$ cat src/rtl/fsm_trace_buffer.sv
// State-visit trace monitor: records {state, dwell} per completed visit into a valid/ready FIFO.
// Optional FSM_TRACE_SAT_EN makes the dwell counter saturate instead of wrapping.
module fsm_trace_buffer #(
  parameter int DEPTH = 4,
  parameter int DW    = 8
) (
  input  logic                     clock,
  input  logic                     reset,
  input  logic [3:0]               y,
  output logic                     out_valid,
  input  logic                     out_ready,
  output logic [3:0]               out_state,
  output logic [DW-1:0]            out_dwell,
  output logic [$clog2(DEPTH):0]   level,
  output logic                     overflow
);

  localparam int AW = $clog2(DEPTH);
  localparam int LW = AW + 1;
  localparam logic [LW-1:0] FULL_LEVEL = LW'(DEPTH);

  typedef enum logic {
    ST_UNPRIMED,
    ST_TRACKING
  } trace_state_e;

  trace_state_e r_state;
  trace_state_e w_nextState;

  logic [3:0]    r_cur;
  logic [DW-1:0] r_dwell;
  logic [3:0]    w_curNext;
  logic [DW-1:0] w_dwellNext;
  logic [DW-1:0] w_dwellInc;
  logic          w_change;

  logic [3:0]    r_memState [DEPTH];
  logic [DW-1:0] r_memDwell [DEPTH];
  logic [AW-1:0] r_wrPtr;
  logic [AW-1:0] r_rdPtr;
  logic [LW-1:0] r_level;
  logic          r_overflow;

  logic w_empty;
  logic w_full;
  logic w_pop;
  logic w_push;
  logic w_drop;

  // A saturating counter parks at all-ones until the next state change resets it.
`ifdef FSM_TRACE_SAT_EN
  assign w_dwellInc = (r_dwell == {DW{1'b1}}) ? r_dwell : r_dwell + DW'(1);
`else
  assign w_dwellInc = r_dwell + DW'(1);
`endif

  always_ff @(posedge clock or posedge reset) begin
    if (reset) begin
      r_state <= ST_UNPRIMED;
      r_cur   <= '0;
      r_dwell <= '0;
    end else begin
      r_state <= w_nextState;
      r_cur   <= w_curNext;
      r_dwell <= w_dwellNext;
    end
  end

  always_comb begin
    w_nextState = r_state;
    w_curNext   = r_cur;
    w_dwellNext = r_dwell;
    w_change    = 1'b0;
    case (r_state)
      ST_UNPRIMED: begin
        w_nextState = ST_TRACKING;
        w_curNext   = y;
        w_dwellNext = DW'(1);
      end
      ST_TRACKING: begin
        if (y != r_cur) begin
          w_change    = 1'b1;
          w_curNext   = y;
          w_dwellNext = DW'(1);
        end else begin
          w_dwellNext = w_dwellInc;
        end
      end
      default: begin
        w_nextState = ST_UNPRIMED;
      end
    endcase
  end

  assign w_empty = (r_level == '0);
  assign w_full  = (r_level == FULL_LEVEL);
  assign w_pop   = !w_empty && out_ready;
  // A pop on the same edge frees the slot, so a full FIFO can still accept the push.
  assign w_push  = w_change && (!w_full || w_pop);
  assign w_drop  = w_change && w_full && !w_pop;

  always_ff @(posedge clock) begin
    if (w_push) begin
      r_memState[r_wrPtr] <= r_cur;
      r_memDwell[r_wrPtr] <= r_dwell;
    end
  end

  always_ff @(posedge clock or posedge reset) begin
    if (reset) begin
      r_wrPtr    <= '0;
      r_rdPtr    <= '0;
      r_level    <= '0;
      r_overflow <= 1'b0;
    end else begin
      if (w_push) begin
        r_wrPtr <= r_wrPtr + AW'(1);
      end
      if (w_pop) begin
        r_rdPtr <= r_rdPtr + AW'(1);
      end
      case ({w_push, w_pop})
        2'b10:   r_level <= r_level + LW'(1);
        2'b01:   r_level <= r_level - LW'(1);
        default: r_level <= r_level;
      endcase
      if (w_drop) begin
        r_overflow <= 1'b1;
      end
    end
  end

  assign out_valid = !w_empty;
  assign out_state = w_empty ? 4'd0 : r_memState[r_rdPtr];
  assign out_dwell = w_empty ? '0 : r_memDwell[r_rdPtr];
  assign level     = r_level;
  assign overflow  = r_overflow;

endmodule

$ cat config.mk
export PLATFORM = sky130hd
export DESIGN_NAME = fsm_trace_buffer
export DESIGN_NICKNAME = d
export VERILOG_FILES = /design/src/rtl/fsm_trace_buffer.sv
export SDC_FILE = /design/constraint.sdc
export NUM_CORES = 1
export LEC_CHECK = 0
export CAP_MARGIN = 40
export CORE_ASPECT_RATIO = 0.5
export CORE_UTILIZATION = 51
export CTS_CLUSTER_SIZE = 30
export DETAILED_ROUTE_END_ITERATION = 6
export PLACE_DENSITY = 0.77
export SLEW_MARGIN = 20
export SYNTH_ARGS = -nofsm -noshare
export SYNTH_HDL_FRONTEND = slang
export SYNTH_SLANG_ARGS = --single-unit
$ cat constraint.sdc
create_clock -name clock -period 2.09 [get_ports clock]
set_input_delay 0.209 -clock clock [delete_from_list [all_inputs] [get_ports clock]]
set_output_delay 0.209 -clock clock [all_outputs]
set_load 0.1 [all_outputs]
**Wire density map**

Drawn at 4 px/micron. The die is cut into 21 by 11 equal tiles; dark blue is low, red is high, scaled to the fullest tile. Values are wire area over tile area, all layers added.
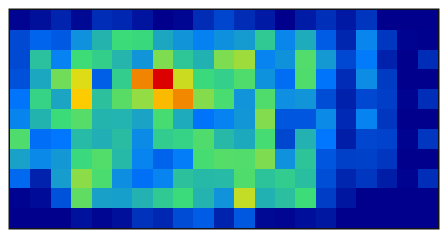
mean over tiles: 0.13
tiles over half the peak: 16%
emptiest ninth of the die: bottom right
nearly empty tiles: 16%

**Cell outlines without signal wires**

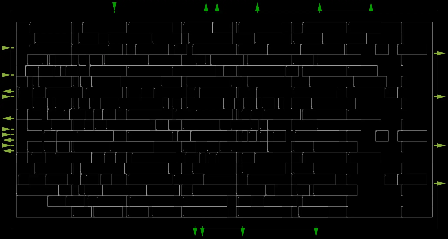
Filler cells: 320
Seq area share: 54.9%
FP Rows: 18
Layout Cells excl Fill: 280
flip-flops: 69

**Wires at chosen ports, followed through buffers**

Drawn at 6 px/micron.
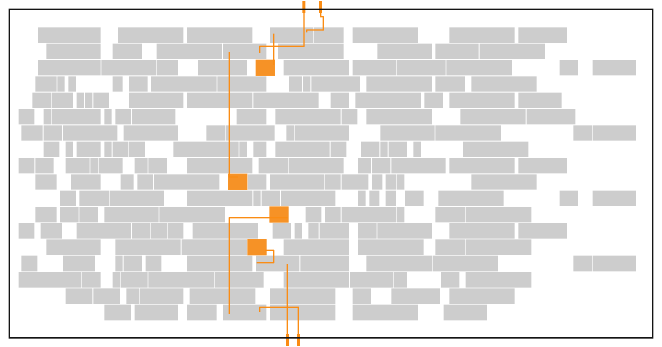
| port | colour | bits | direction | edge | end cells | buffers | wire |
|---|---|---|---|---|---|---|---|
| `out_state` | orange | 4 | output | 2 bottom, 2 top | 4 | 4 | 103 microns |

**Sequential cells grouped by signal name**

Drawn at 6 px/micron. Other sequential cells in the stronger grey, the rest of the logic in the fainter grey.
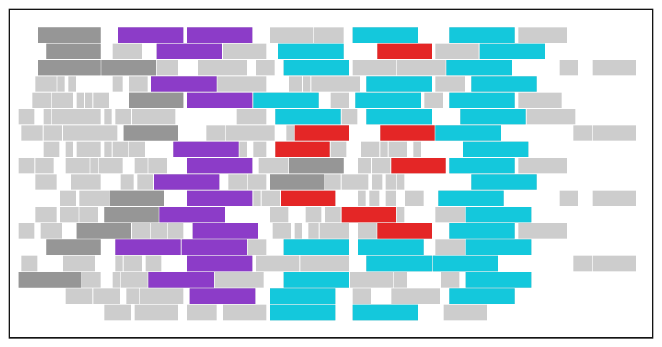
| name in the netlist | colour | flops |
|---|---|---|
| `r_memState` | purple | 16 |
| `r_memDwell` | cyan | 32 |
| `r_dwell` | red | 8 |
Core Util, Final: 70.5%
Flop area: 1980 sq um

==> Slide: Implementation Results <==
Run Summary

Critical path
  • Crit-path max cell delay: 0.52 ns
  • Crit path DAT: 2.43 ns
  • CP Launch Type: flop
  • CP startpoint: level[0]
  • CP Buf/Inv Count: 2
  • Worst r2r src: level[0]
  • Slack of the worst reg-to-reg path: -0.08 ns

Clock network
  • Clk buf depth: 2
  • CTS buffer count: 9
  • CTS clock-pin slew for the worst setup and hold paths: 0.07 ns

Status
  • Failing checks: setup timing
  • Status: finished with violations

Routing
  • ANT nets after route: 0
  • Vias/cell: 5.11

Floorplanning
  • Chip height: 54.5 microns
  • Ports: 24
  • Core Region: 5110 sq um

Finish
  • Area growth syn-to-layout: 28.2%
  • Antenna cell count: 0

Logic synthesis
  • Async set or reset register ratio after synthesis: 30.4%
  • Synth flops: 69

Timing
  • Max Slew Vio Count: 0
  • Final setup margin: -0.0814 ns
  • Final Critical Period: 2.17 ns
  • Setup Viol. Count Final: 1

Min path
  • Worst hold-check path type: primary input to async pin

Global routing
  • First-pass GRT wire length: 7.59 mm
  • Antenna violations before repair: 0
[what timing repair did]
| item | in CTS | in global routing |
|---|---|---|
| setup endpoints to repair | 15 | 14 |
| pin swaps | 5 | 2 |
| resized | 11 | 1 |
| hold endpoints to repair | 0 | 0 |
[final cells by class]
type,count,area [sq um],area share [%]
multi-input combinational,79,827,23.0
clock inverter,6,38.8,1.08
sequential,69,1980,54.9
tap,70,87.6,2.43
inverter,8,30.0,0.833
timing repair buffer,38,504,14.0
clock buffer,10,138,3.82
[kinds of logic after synthesis]
| family | after synthesis | synth area share, % |
|---|---|---|
| AOI/OAI and AO/OA | 1 | 0.267 |
| xor gates and xnor gates | 16 | 4.98 |
| adders and majority gates | 7 | 3.38 |
| buffers and inverters | 18 | 2.76 |
| DFF | 69 | 70.0 |
| muxes | 14 | 10.5 |
| other | 1 | 0.133 |
| and+or+nand+nor | 40 | 8.01 |
[layer usage]
layer	track usage, %	share of wire (%)	vias up	wire (microns)
met5	0	0	-	0
met4	7.53	1.5	0	69
met3	7.86	4.5	10	210
met2	34.3	51	28	2370
met1	22.2	43	723	2040
li1	-	-	669	-
[flip-flops by register name (all words and copies together), names as in the netlist]
register and count:
r_wrPtr 2, r_dwell 8, r_rdPtr 2, r_memState 16, r_cur 4, level 3, overflow 1, r_memDwell 32
r_state 1
[worst reg2reg max path: cells and delay by family, from the launching register on]
| kind | cells | cell delay (ns) |
|---|---|---|
| and+or+nand+nor | 3 | 0.80 |
| DFF | 1 | 0.47 |
| adders and majority gates | 2 | 0.44 |
| xor gates and xnor gates | 2 | 0.29 |
| buffers and inverters | 2 | 0.09 |
[worst max path at each step]
stage | endpoint | cells after the start
after global placement | level[2] | 10
after floorplan | level[2] | 10
final | level[2] | 9
after CTS | level[2] | 9
after global routing | level[2] | 9
after detailed placement | level[2] | 10
[per-stage QoR]
step | util (%) | instance area [sq um]
global placement | 66.2 | 3390
floorplan | - | 2860
finish | 70.5 | 3600
CTS | 70.4 | 3600
detailed placement | 66.2 | 3390
global route | 70.5 | 3600
[placed cells by master, fill, tap and decap left out, drive strengths merged]
cell	Yosys	routed
dfrtp	21	21
nand2	2	2
edfxtp	48	48
xor2	7	7
a21o	1	1
conb	1	1
xnor2	9	9
or3	1	1
mux2	1	1
and3	3	3
nand4	1	1
nand3	4	4
or4b	1	1
clkbuf	6	10
fa	1	1
mux2i	1	1
and2	18	18
mux4	12	12
ha	6	6
buf	4	32
or2	1	1
clkinvlp	0	1
clkinv	0	5
clkdlybuf4s50	0	6
inv	8	8
nor2	9	9
